==> run_1/final_placement.png <==
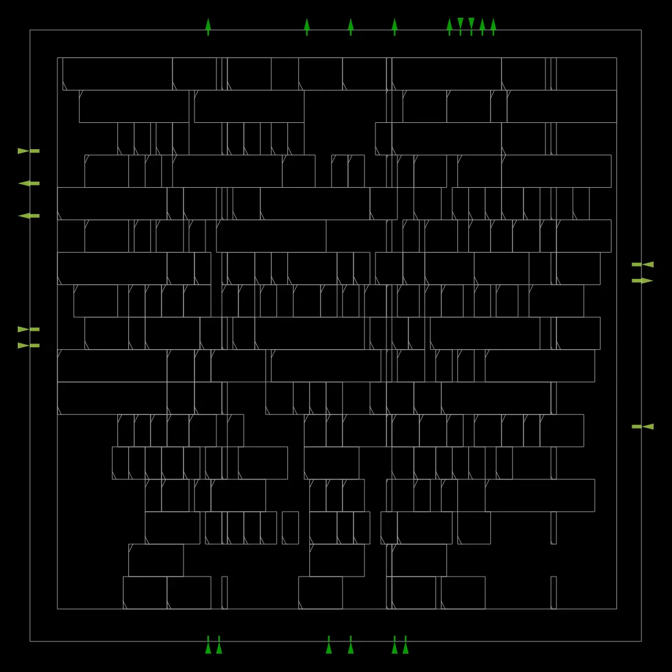
==> run_1/clock_map.png <==
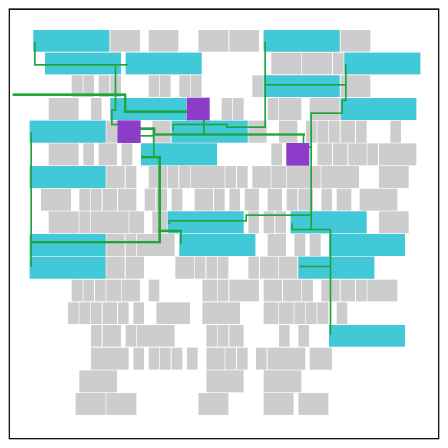
==> run_1/pins.png <==
Pins as bars across the die edge, other pins in grey.
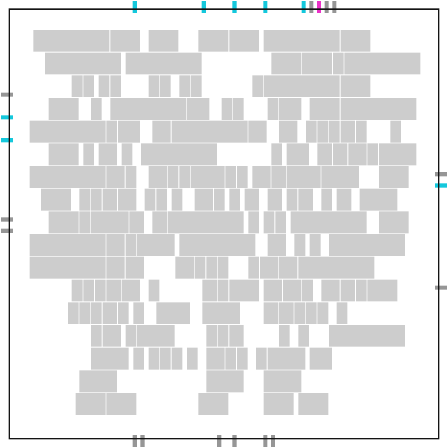
==> config.mk <==
export PLATFORM = sky130hd
export DESIGN_NAME = window_max_finder_flat
export DESIGN_NICKNAME = d
export VERILOG_FILES = /design/src/rtl/window_max_finder_if.sv /design/src/rtl/window_max_finder.sv /design/src/flat_wrapper.sv
export SDC_FILE = /design/constraint.sdc
export NUM_CORES = 1
export LEC_CHECK = 0
export ABC_AREA = 1
export CAP_MARGIN = 5
export CORE_MARGIN = 2
export CORE_UTILIZATION = 55
export DETAILED_ROUTE_END_ITERATION = 6
export GPL_TIMING_DRIVEN = 0
export PLACE_DENSITY = 0.84
export SYNTH_ARGS = -nofsm -noshare
export SYNTH_HDL_FRONTEND = slang
export SYNTH_SLANG_ARGS = --single-unit
==> constraint.sdc <==
create_clock -name clk -period 3.65 [get_ports clk]
set_input_delay 0.5475 -clock clk [delete_from_list [all_inputs] [get_ports clk]]
set_output_delay 0.5475 -clock clk [all_outputs]
set_load 0.05 [all_outputs]
==> run summary, run 1 <==
status: completed
die area: 2630 sq um
Power Internal: 0.000359 W
Main power group: registers
fp util: 56.7%
gr busiest metal: met2
register area: 500 sq um
most common cell after layout, fill and taps aside: nand2_1
largest net degree at the start of global routing: 21
met1 Usage GRT: 27.0%
cells in synth_stat.txt: 157
clock sink count: 20
GR Util met3: 6.43%
CP bufs+invs: 2
CP Depth: 2
slowest cell delay on critical path: 0.80 ns
ANT cells: 0
DP Wirelength: 2.12 mm
Leak: 0.805 nW
AO/OA Area Share: 3.26%
Finish-stage setup viols: 0
Fmax: 0.473 GHz
Vias/cell: 5.49
number of setup buffers added after CTS: 0
Notes on final_placement.png above:
Core Util, Final: 69.5%
core area: 2170 sq um

Notes on clock_map.png above:
flip-flops: shown in cyan, count 20. cells driving clock nets: shown in purple, count 3. clock wires: shown in green, length 226 microns.
There are 4 routed clock nets.
skew final: 0.00656 ns
clk_lat worst skew: 0.30 ns
Clock power frac: 17.7%
Clock Power: 0.000102 W

Notes on pins.png above:
bus_out_ready: shown in magenta, pins 1, direction input, edge top. bus_out_max: shown in cyan, pins 8, direction output, edge 5 top, 2 left, 1 right.
All pins by edge: 9 top, 6 bottom, 5 left, 3 right.
die height: 51.3 microns
# port buffers: 22
Die X: 51.3 microns

==> run 1: Yosys cell counts <==
cell type | instances | share of area, %
nand4_1 | 17 | 8.6
nor2_4 | 1 | 0.92
inv_2 | 2 | 0.61
buf_2 | 3 | 1.2
o21ai_1 | 3 | 1.2
a21o_1 | 1 | 0.61
ha_1 | 11 | 11
nor2_2 | 2 | 1.0
nand2_4 | 2 | 1.8
dfrtp_1 | 20 | 41
nand2_2 | 4 | 2.0
inv_1 | 26 | 7.9
a21oi_1 | 2 | 0.81
nand4_2 | 1 | 1.0
nand2_1 | 47 | 14
nand3_1 | 10 | 4.1
o21a_1 | 1 | 0.61
nor2_1 | 4 | 1.2
==> run 1: tightest hold or removal path, cell delays in order, from the launching register on <==
cell and delay (ns):
dfrtp_1 0.35, nand2_1 0.05, nand2_1 0.05
==> run 2: changes to the inputs <==
--- a/config.mk
+++ b/config.mk
@@ -8,10 +8,10 @@
 export ABC_AREA = 1
 export CAP_MARGIN = 5
 export CORE_MARGIN = 2
-export CORE_UTILIZATION = 55
+export CORE_UTILIZATION = 51
 export DETAILED_ROUTE_END_ITERATION = 6
 export GPL_TIMING_DRIVEN = 0
-export PLACE_DENSITY = 0.84
+export PLACE_DENSITY = 0.78
 export SYNTH_ARGS = -nofsm -noshare
 export SYNTH_HDL_FRONTEND = slang
 export SYNTH_SLANG_ARGS = --single-unit
==> constraint.sdc (replaced) <==
create_clock -name clk -period 2.1 [get_ports clk]
set_input_delay 0.315 -clock clk [delete_from_list [all_inputs] [get_ports clk]]
set_output_delay 0.315 -clock clk [all_outputs]
set_load 0.05 [all_outputs]
==> run_2/metal_stack.png <==
Scale bar: 20 microns.
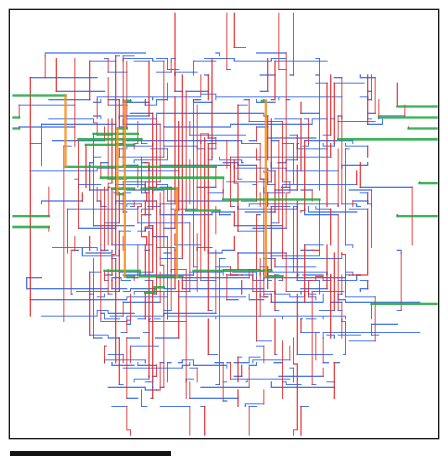
met1: shown in blue, wire length 1180 microns. met4: shown in orange, wire length 71.4 microns. met3: shown in green, wire length 164 microns. met2: shown in red, wire length 1440 microns.
total number of vias: 1132
GRT Resource Usage Total: 22.9%

==> run 2 against run 1 <==
Net effect: flip-flop count unchanged; area after synthesis did not move; count of clock-buffer cells in the layout unchanged; global-route usage fell by 0.98 points; critical endpoint unchanged; non-clock buffer count is the same; clock power increased to 3.1 times the previous value; total power rose by 99%; sequential power increased by 73%; utilization down 1.3 points; wire length is 2.7% higher; critical path type unchanged; synthesized cell count unchanged.
==> run summary, run 2 <==
GR Util met3: 6.21%
most frequent cell after synthesis: nand2_1
slowest cell delay on critical path: 0.79 ns
Core Util, Final: 68.2%
largest net degree at the start of global routing: 21
ANT cells: 0
Clock power frac: 28.0%
Leak: 0.819 nW
Vias/cell: 5.36
clock sink count: 20
met1 Usage GRT: 25.7%
die height: 53.1 microns
Power Internal: 0.000749 W
clk_lat worst skew: 0.31 ns
skew final: 0.00674 ns
Die X: 53.1 microns
cells in synth_stat.txt: 157
share of the synthesized area in the top cell type: 40.7%
DP Wirelength: 2.07 mm
asr flop ratio synth: 100%
most common cell after layout, fill and taps aside: nand2_1
die area: 2820 sq um
gr busiest metal: met2
status: completed
dominant cells by area after synthesis: dfrtp_1 41%, nand2_1 14%, ha_1 11%
core area: 2250 sq um
-- run 2: cell counts after synthesis --
No cell type changed its count.
-- run 2: layout make-up --
type / count / area [sq um] / share of cell area [%]
clock inverter: 1 / 30.0 / 1.95
buffer: 3 / 15.0 / 0.976
sequential: 20 / 500 / 32.5
tap: 28 / 35.0 / 2.28
multi-input combinational: 106 / 609 / 39.6
inverter: 28 / 105 / 6.83
clock buffer: 3 / 22.5 / 1.46
timing repair buffer: 22 / 220 / 14.3
-- run 2: worst max-delay path, delay by kind of cell, from the launching register on --
family | cells | cell delay (ns)
flip-flops | 1 | 0.40
buffers and inverters | 2 | 0.86
-- run 2: cell families after synthesis --
group           synth area share, %
compound gates                 3.26
fa+ha+maj                      11.2
buf+inv                        9.77
flops                          40.7
simple gates                   35.1
No activity file was given, so power comes from the tool's default toggle rates.
